==> config.mk <==
export PLATFORM = sky130hd
export DESIGN_NAME = change_dispenser_seq_flat
export DESIGN_NICKNAME = d
export VERILOG_FILES = /design/src/rtl/change_pkg.sv /design/src/rtl/change_dispenser_seq_if.sv /design/src/rtl/change_dispenser_seq_coin_select.sv /design/src/rtl/change_dispenser_seq.sv /design/src/flat_wrapper.sv
export SDC_FILE = /design/constraint.sdc
export NUM_CORES = 1
export LEC_CHECK = 0
export CAP_MARGIN = 20
export CORE_MARGIN = 2
export CORE_UTILIZATION = 50
export CTS_BUF_LIST = sky130_fd_sc_hd__clkbuf_2
export CTS_CLUSTER_SIZE = 40
export DETAILED_ROUTE_END_ITERATION = 8
export PLACE_DENSITY = 0.79
export SLEW_MARGIN = 5
export SYNTH_ARGS = -nofsm -noshare
export SYNTH_HDL_FRONTEND = slang
export SYNTH_HIERARCHICAL = 1
export SYNTH_SLANG_ARGS = --single-unit
==> constraint.sdc <==
create_clock -name clk -period 4.5 [get_ports clk]
set_input_delay 0.9 -clock clk [delete_from_list [all_inputs] [get_ports clk]]
set_output_delay 0.9 -clock clk [all_outputs]
set_load 0.1 [all_outputs]
==> src/rtl/change_pkg.sv <==
// Shared types and coin constants for the change dispenser.
// Coin codes double as their nickel values.
package change_pkg;

    typedef enum logic [2:0] {
        NONE    = 3'b000,
        NICKEL  = 3'b001,
        DIME    = 3'b010,
        QUARTER = 3'b101
    } coin_e;

    localparam int Q_VAL = 5;
    localparam int D_VAL = 2;
    localparam int N_VAL = 1;

    typedef enum logic [1:0] {
        IDLE,
        CHECK,
        DISPENSE,
        DONE
    } state_e;

    function automatic logic [2:0] coin_val(input coin_e c);
        logic [2:0] v;
        v = 3'd0;
        case (c)
            QUARTER: v = 3'(Q_VAL);
            DIME:    v = 3'(D_VAL);
            NICKEL:  v = 3'(N_VAL);
            default: v = 3'd0;
        endcase
        return v;
    endfunction

endpackage

==> src/rtl/change_dispenser_seq_if.sv <==
// Transaction, coin-eject and status bundle between
// the payment front-end, the dispenser and the ejector.
interface change_dispenser_seq_if #(
    parameter int AMT_W = 6
);
    logic             txn_valid;
    logic             txn_ready;
    logic [AMT_W-1:0] cost;
    logic [AMT_W-1:0] paid;
    logic             coin_valid;
    logic             coin_ready;
    logic [2:0]       coin_value;
    logic             done;
    logic             exact_amount;
    logic             cough_up_more;
    logic             not_enough_change;
    logic [AMT_W-1:0] remaining;

    modport master (
        output txn_valid, cost, paid, coin_ready,
        input  txn_ready, coin_valid, coin_value,
        input  done, exact_amount, cough_up_more,
        input  not_enough_change, remaining
    );

    modport slave (
        input  txn_valid, cost, paid, coin_ready,
        output txn_ready, coin_valid, coin_value,
        output done, exact_amount, cough_up_more,
        output not_enough_change, remaining
    );
endinterface

==> src/rtl/change_dispenser_seq_coin_select.sv <==
// Greedy coin pick: largest coin that fits owed and is
// still in stock; NONE when nothing qualifies.
module coin_select
    import change_pkg::*;
#(
    parameter int AMT_W = 6,
    parameter int CNT_W = 4
) (
    input  logic [AMT_W-1:0] owed,
    input  logic [CNT_W-1:0] q,
    input  logic [CNT_W-1:0] d,
    input  logic [CNT_W-1:0] n,
    output coin_e            coin
);

    // Priority chain quarter > dime > nickel
    always_comb begin
        coin = NONE;
        if (owed >= AMT_W'(Q_VAL) && q != '0)
            coin = QUARTER;
        else if (owed >= AMT_W'(D_VAL) && d != '0)
            coin = DIME;
        else if (owed >= AMT_W'(N_VAL) && n != '0)
            coin = NICKEL;
    end

endmodule

==> src/rtl/change_dispenser_seq.sv <==
// Change dispenser with its own coin inventory; pays
// change one coin per handshake, largest first.
module change_dispenser_seq
    import change_pkg::*;
#(
    parameter int AMT_W = 6,
    parameter int CNT_W = 4
) (
    input  logic             clk,
    input  logic             reset,
    input  logic             restock_valid,
    input  logic [CNT_W-1:0] restock_q,
    input  logic [CNT_W-1:0] restock_d,
    input  logic [CNT_W-1:0] restock_n,
    change_dispenser_seq_if.slave bus,
    output logic [CNT_W-1:0] inv_q,
    output logic [CNT_W-1:0] inv_d,
    output logic [CNT_W-1:0] inv_n
);

    state_e         state_q, state_d;
    logic [AMT_W:0] owed_q, owed_nx, take;
    coin_e          coin_q, sel;
    logic           exact_q, cough_q;
    logic           hs;
    logic [CNT_W-1:0] q_nx, d_nx, n_nx;

    function automatic logic [CNT_W-1:0] sat_add(
        input logic [CNT_W-1:0] a,
        input logic [CNT_W-1:0] b
    );
        logic [CNT_W:0] s;
        s = {1'b0, a} + {1'b0, b};
        return s[CNT_W] ? '1 : s[CNT_W-1:0];
    endfunction

    // Post-handshake owed/inventory, fed to the selector
    // so the next coin is known in the same cycle
    always_comb begin
        hs      = (state_q == DISPENSE) && bus.coin_ready;
        take    = hs ? (AMT_W+1)'(coin_val(coin_q)) : '0;
        owed_nx = owed_q - take;
        q_nx    = inv_q - CNT_W'(hs && coin_q == QUARTER);
        d_nx    = inv_d - CNT_W'(hs && coin_q == DIME);
        n_nx    = inv_n - CNT_W'(hs && coin_q == NICKEL);
    end

    coin_select #(
        .AMT_W(AMT_W),
        .CNT_W(CNT_W)
    ) u_sel (
        .owed (owed_nx[AMT_W-1:0]),
        .q    (q_nx),
        .d    (d_nx),
        .n    (n_nx),
        .coin (sel)
    );

    // Next state and handshake/status outputs
    always_comb begin
        state_d               = state_q;
        bus.txn_ready         = 1'b0;
        bus.coin_valid        = 1'b0;
        bus.coin_value        = NONE;
        bus.done              = 1'b0;
        bus.exact_amount      = 1'b0;
        bus.cough_up_more     = 1'b0;
        bus.not_enough_change = 1'b0;
        bus.remaining         = '0;
        unique case (state_q)
            IDLE: begin
                bus.txn_ready = !restock_valid;
                if (bus.txn_valid && !restock_valid)
                    state_d = CHECK;
            end
            CHECK: begin
                if (owed_q == '0 || owed_q[AMT_W])
                    state_d = DONE;
                else if (sel == NONE)
                    state_d = DONE;
                else
                    state_d = DISPENSE;
            end
            DISPENSE: begin
                bus.coin_valid = 1'b1;
                bus.coin_value = coin_q;
                if (hs && sel == NONE)
                    state_d = DONE;
            end
            DONE: begin
                bus.done              = 1'b1;
                bus.exact_amount      = exact_q;
                bus.cough_up_more     = cough_q;
                bus.not_enough_change = (owed_q != '0) && !cough_q;
                bus.remaining         = cough_q ? '0 : owed_q[AMT_W-1:0];
                state_d               = IDLE;
            end
        endcase
    end

    // State, owed, current coin and inventory registers
    always_ff @(posedge clk) begin
        if (reset) begin
            state_q <= IDLE;
            owed_q  <= '0;
            coin_q  <= NONE;
            exact_q <= 1'b0;
            cough_q <= 1'b0;
            inv_q   <= '0;
            inv_d   <= '0;
            inv_n   <= '0;
        end else begin
            state_q <= state_d;
            unique case (state_q)
                IDLE: begin
                    if (restock_valid) begin
                        inv_q <= sat_add(inv_q, restock_q);
                        inv_d <= sat_add(inv_d, restock_d);
                        inv_n <= sat_add(inv_n, restock_n);
                    end else if (bus.txn_valid) begin
                        owed_q  <= {1'b0, bus.paid} - {1'b0, bus.cost};
                        exact_q <= 1'b0;
                        cough_q <= 1'b0;
                    end
                end
                CHECK: begin
                    exact_q <= (owed_q == '0);
                    cough_q <= owed_q[AMT_W];
                    coin_q  <= sel;
                end
                DISPENSE: begin
                    if (hs) begin
                        owed_q <= owed_nx;
                        inv_q  <= q_nx;
                        inv_d  <= d_nx;
                        inv_n  <= n_nx;
                        coin_q <= sel;
                    end
                end
                DONE: begin
                    coin_q <= NONE;
                end
            endcase
        end
    end

endmodule

==> src/flat_wrapper.sv <==
// flat-port wrapper written by rule: the top's interface ports become plain ports
module change_dispenser_seq_flat import change_pkg::*;
#(
    parameter int AMT_W = 6,
    parameter int CNT_W = 4
)
  (clk, reset, restock_valid, restock_q, restock_d, restock_n, inv_q, inv_d, inv_n, bus_txn_valid, bus_cost, bus_paid, bus_coin_ready, bus_txn_ready, bus_coin_valid, bus_coin_value, bus_done, bus_exact_amount, bus_cough_up_more, bus_not_enough_change, bus_remaining);
  change_dispenser_seq_if #(.AMT_W(AMT_W)) bus_i ();
  input  logic clk;
  input  logic reset;
  input  logic restock_valid;
  input  logic [CNT_W-1:0] restock_q;
  input  logic [CNT_W-1:0] restock_d;
  input  logic [CNT_W-1:0] restock_n;
  output logic [CNT_W-1:0] inv_q;
  output logic [CNT_W-1:0] inv_d;
  output logic [CNT_W-1:0] inv_n;
  input wire logic [$bits(bus_i.txn_valid)-1:0] bus_txn_valid;
  input wire logic [$bits(bus_i.cost)-1:0] bus_cost;
  input wire logic [$bits(bus_i.paid)-1:0] bus_paid;
  input wire logic [$bits(bus_i.coin_ready)-1:0] bus_coin_ready;
  output wire logic [$bits(bus_i.txn_ready)-1:0] bus_txn_ready;
  output wire logic [$bits(bus_i.coin_valid)-1:0] bus_coin_valid;
  output wire logic [$bits(bus_i.coin_value)-1:0] bus_coin_value;
  output wire logic [$bits(bus_i.done)-1:0] bus_done;
  output wire logic [$bits(bus_i.exact_amount)-1:0] bus_exact_amount;
  output wire logic [$bits(bus_i.cough_up_more)-1:0] bus_cough_up_more;
  output wire logic [$bits(bus_i.not_enough_change)-1:0] bus_not_enough_change;
  output wire logic [$bits(bus_i.remaining)-1:0] bus_remaining;
  assign bus_i.txn_valid = bus_txn_valid;
  assign bus_i.cost = bus_cost;
  assign bus_i.paid = bus_paid;
  assign bus_i.coin_ready = bus_coin_ready;
  assign bus_txn_ready = bus_i.txn_ready;
  assign bus_coin_valid = bus_i.coin_valid;
  assign bus_coin_value = bus_i.coin_value;
  assign bus_done = bus_i.done;
  assign bus_exact_amount = bus_i.exact_amount;
  assign bus_cough_up_more = bus_i.cough_up_more;
  assign bus_not_enough_change = bus_i.not_enough_change;
  assign bus_remaining = bus_i.remaining;
  change_dispenser_seq #(.AMT_W(AMT_W), .CNT_W(CNT_W)) u_core (.clk(clk), .reset(reset), .restock_valid(restock_valid), .restock_q(restock_q), .restock_d(restock_d), .restock_n(restock_n), .bus(bus_i), .inv_q(inv_q), .inv_d(inv_d), .inv_n(inv_n));
endmodule
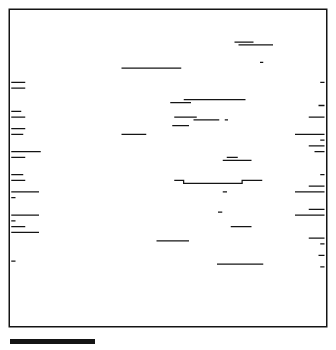
*Metal 3, run 1*
Scale bar: 20 um.
The wires run mostly horizontal. 49 nets have wire on it. The longest straight run is 14.3 um.

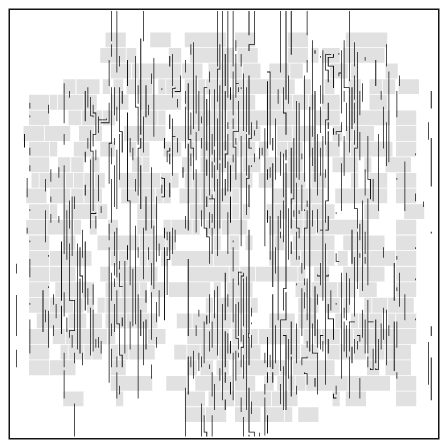
*Met2 routing, run 1*
Cells faint in the background.
The layer carries 2900 um of wire. The wires run mostly vertical. The layer holds 50% of the routed length.

==> changes_impl.md, run 1 <==
### Physical design

- Run status: completed
- CP Launch Type: input pin
- Placed Area: around 3200 um^2
- Top FF cell, synth: dfxtp_1
- CTS tree: done
- VDD IR max: between 0.3 and 0.4 mV
- Max FO, Critical Path: 3
- Post-Syn Instances: 319
- Asr flop ratio synth: 0%
- Seq/Total Area, Yosys: 20.9%
- Yosys stat cell total: approximately 320
- Floorplan Nets: between 300 and 400
- Top cells by count, synth: inv_1, nor2_1, ha_1
- Worst Hold Path Cells: 2
- # fillers: about 430
- Diode count: 0
- Fmax: ~240 MHz
- Pins Over Slew Limit: 0
- Number of max-cap violations: 0
- Boundary Pins: 56
- Routed wire per std cell: between 10 and 15 um
- CP required: 4.77 ns
- P&R area growth vs syn: 29.2%
- Layout cells sized above 1: 6.63%
- Synth warn: 6
- Chip Area: 5560 um^2
- Top cells by area: dfxtp_1, ha_1, inv_1
- First-pass GRT wire length: 9.59 mm
- Routability cong.: 0.845
- Worst r2r src: u_core/state_q[0]
- Fin. Hold Viols: 0
- H-tree depth: 1
- Area leader, netlist: dfxtp_1
- Synth cell types: 46
- Rel. slew slack: 32.2%
- Via density: 5.41
- Final instance area: ~3200 um^2
- Initial antenna violation count: 0
- Clock slew at reported path FFs: 0.26 ns
- Clock latency on the worst-skew pair: 0.35 ns
- Min-delay src: u_core/inv_q[0]
- GRT overflow: 0
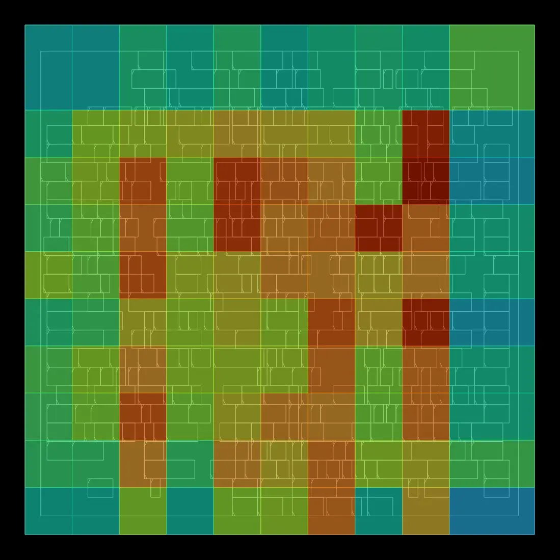
*Track usage over the die, run 1*
Global Route met1 Usage: 27.3%
met3 Use GR: 1.90%
GRT Util Overall: 21.6%

==> run 1: critical path: stages <==
cell	delay, ns
clkdlybuf4s50_1	0.43
and3b_1	0.21
ha_1	0.22
fa_1	0.43
nor2b_1	0.17
nor3_1	0.08
xor2_1	0.17
or4_4	0.53
o31a_1	0.25
a21o_1	0.19
nor3_1	0.24
nand2_1	0.08
a21boi_0	0.18
buf_4	0.15
mux2i_1	0.18
nor2_1	0.05
==> run 1: cell families (layout without fill, tap and decap cells) <==
logic type | Yosys count | in the layout | share of synthesized area [%]
adders and majority gates | 36 | 36 | 19.6
xor gates and xnor gates | 14 | 14 | 4.93
muxes | 8 | 8 | 3.32
DFF | 26 | 26 | 20.9
AOI/OAI and AO/OA | 75 | 75 | 19.0
buffers and inverters | 47 | 105 | 7.29
and+or+nand+nor | 113 | 113 | 24.9
==> run 1: per-stage QoR <==
step                      util (%)  setup TNS, ns  worst slack [ns]  power (W)  instances
after global routing          67.6              0            0.0832    0.00239        444
after floorplan                  -              0            0.0699    0.00166        319
after detailed placement      66.4        -0.0862           -0.0616    0.00206        439
final                         67.6              0             0.315    0.00222        444
after global placement        66.4       -0.00129          -0.00129    0.00201        439
after CTS                     67.3              0             0.328    0.00221        443
==> run 1: placed cells by master, fill, tap and decap left out, types with 10 or more instances in the layout <==
cell / n
nor2_1: 33
dfxtp_1: 26
o21ai_0: 15
ha_1: 30
xor2_1: 10
clkdlybuf4s50_1: 54
and2_1: 11
nand2_1: 13
a21oi_1: 24
inv_1: 37
==> run 1: area by class of cell <==
| type | count | area, um^2 | area share [%] |
|---|---|---|---|
| clock buffer | 3 | 15.0 | 0.467 |
| clock inverter | 1 | 30.0 | 0.934 |
| inverter | 37 | 139 | 4.32 |
| multi-input combinational | 246 | 1800 | 56.1 |
| sequential | 26 | 520 | 16.2 |
| tap | 67 | 83.8 | 2.61 |
| timing repair buffer | 64 | 623 | 19.4 |
==> run 1: state kept, by name, indices dropped and copies added (netlist names) <==
name / count
u_core/coin_q: 3
u_core/cough_q: 1
u_core/state_q: 2
u_core/owed_q: 7
u_core/inv_q: 4
u_core/exact_q: 1
u_core/inv_d: 4
u_core/inv_n: 4
==> run 1: how the worst max path moves through the flow <==
stage                     depth (start not counted)         startpoint           endpoint
final                                            16     bus_coin_ready  u_core/state_q[1]
after global routing                             18  u_core/state_q[0]  u_core/state_q[1]
after CTS                                        16     bus_coin_ready  u_core/state_q[1]
after detailed placement                         16     bus_coin_ready  u_core/state_q[1]
after global placement                           16     bus_coin_ready  u_core/state_q[1]
after floorplan                                  18  u_core/state_q[0]  u_core/state_q[1]
==> run 1: metal layers <==
metal	share of wire (%)	track usage, %
met1	46	27.3
met3	3.8	1.90
met5	0	0
met4	1.1	6.55
met2	50	38.9
==> run 1: report_power, final <==
group / internal, W / switching (W)
clock network: 0.0000764 / 0.0000733
registers: 0.000322 / 0.000115
logic: 0.000617 / 0.00101
total: 0.00102 / 0.00120
### Logic cells by family, run 1

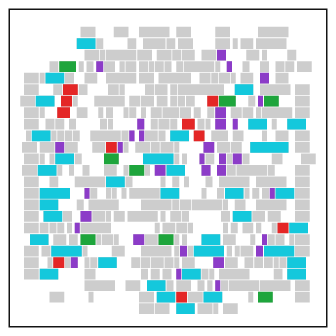

==> run 2, diff against run 1 <==
- CORE_UTILIZATION: 50 -> 53
- PLACE_DENSITY: 0.79 -> 0.84
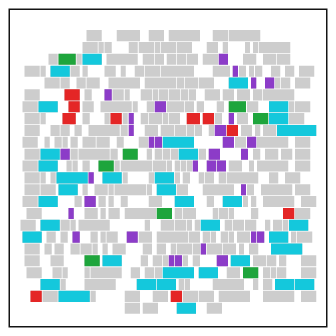
*Logic cells by family, run 2*
NAND gates: marked purple, cells 32. multiplexers: marked green, cells 8. AND-OR and OR-AND gates: marked red, cells 10. adder and majority cells: marked cyan, cells 36.

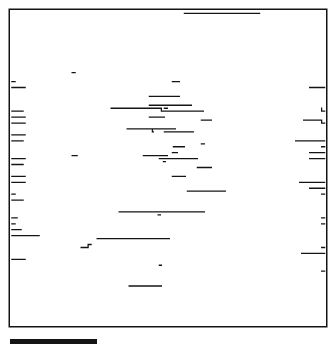
*Metal 3, run 2*
Scale bar: 20 um.
The layer holds 4.3% of the routed length. The longest straight run is 19.5 um. The wires run mostly horizontal.

==> run 2 against run 1 <==
Non-clock buffer count unchanged. Synthesized cell count did not move. Synthesized area stayed put. Critical path type unchanged. Via count rose by 1.8%.
==> changes_impl.md, run 2 <==
### Physical design

- Run status: completed
- Mux cell area share: between 3 and 4%
- Top cells by area: dfxtp_1, ha_1, inv_1
- Aoi share: 19.0%
- Post-Syn Instances: 319
- Yosys simple share: 24.9%
- Pwr Total: 0.00217 W
- Yosys xor share: just under 5%
- Largest register FFs: 7
- Number of max-cap violations: 0
- Top cells excl fill/tap: clkdlybuf4s50_1, inv_1, nor2_1
- Synth cell types: between 40 and 50
- Routability cong.: 0.844
- Yosys stat cell total: roughly 320
- Asr flop ratio synth: 0%
- Finished Core Util: 71.3%
- Max FO, Critical Path: 3
- Synth warn: 6
- Top non-seq family: simple AND/OR/NAND/NOR gates
- Pins Over Slew Limit: 0
- Initial antenna violation count: 0
- Largest register by flop count: u_core/owed_q
- Routed wire per std cell: 13.8 um
- Bufs and invs on worst path: 2
- Area leader, netlist: dfxtp_1
- Top FF cell, synth: dfxtp_1
- First-pass GRT wire length: 10.1 mm
- Seq/Total Area, Yosys: about a fifth
- Floorplan Nets: around 380
- Diode count: 0
- Crit path cell chain: clkdlybuf4s50_1, and3b_1, ha_1, fa_1, nor2b_1, nor3_1, xor2_1, or4_4, o31a_1, a21o_1, nor3_1, nand2_1, a21boi_0, buf_4, mux2i_1, nor2_1
- Adder-cell share of the synthesized area: between 15 and 20%
- Placed Area: around 3100 um^2
- Rel. slew slack: 34.0%
- VDD IR max: 0.366 mV
- Boundary Pins: 56
- Fin. Hold Viols: 0
- CP Launch Type: input pin
- GRT overflow: 0
- Chip Area: 5260 um^2
## run 2: through the flow
stage / setup slack (ns) / cells
after floorplan: 0.0699 / 319
after global placement: 0.0207 / 424
after detailed placement: -0.0857 / 424
after CTS: 0.318 / 428
after global routing: 0.0979 / 429
final: 0.309 / 429
## run 2: routing by layer
layer	vias up	global-route usage [%]	part of all wire [%]	wire length, um
met4	0	6.79	1.9	110
met2	74	41.9	49	2900
met5	-	0	0	0
met1	1120	29.8	45	2650
met3	15	1.81	4.3	252
li1	1235	-	-	-
## run 2: kinds of logic (layout without fill, tap and decap cells)
group,after synthesis,after routing
DFF,26,26
adders and majority gates,36,36
buffers and inverters,47,105
and+or+nand+nor,113,113
xor gates and xnor gates,14,14
AOI/OAI and AO/OA,75,75
muxes,8,8
## run 2: final timing paths
| check | slack [ns] | cells after the start | from | end |
|---|---|---|---|---|
| max | 0.31 | 16 | bus_coin_ready | u_core/state_q[1] |
| min | 0.51 | 2 | u_core/coin_q[1] | u_core/coin_q[1] |
| max reg2reg | 0.37 | 18 | u_core/state_q[0] | u_core/state_q[1] |
| min reg2reg | 0.51 | 2 | u_core/coin_q[1] | u_core/coin_q[1] |
## run 2: worst register-to-register path: stages (launching register included)
cell      delay [ns]
dfxtp_1         0.48
inv_1           0.12
ha_4            0.18
and2_4          0.15
and3b_1         0.20
ha_1            0.23
fa_1            0.44
nor2b_1         0.19
nor3_1          0.08
xor2_1          0.16
or4_4           0.53
o31a_1          0.25
a21o_1          0.19
nor3_1          0.23
nand2_1         0.08
a21boi_0        0.18
buf_4           0.15
mux2i_1         0.17
nor2_1          0.05
## run 2: cell type report
type                            count  area, um^2
Multi-Input combinational cell    246        1800
Fill cell                         391        1270
Timing Repair Buffer               64         623
Sequential cell                    26         520
Inverter                           37         139
Tap cell                           52        65.1
Clock buffer                        3        15.0
Clock inverter                      1        3.75
## run 2: report_power, final
part           leakage [nW]  internal, W  switching [W]
sequential            0.214     0.000322       0.000117
combinational          1.24     0.000618        0.00102
clock                0.0140    0.0000193      0.0000737
Power figures rest on the tool's default switching activity, not on a simulated workload.
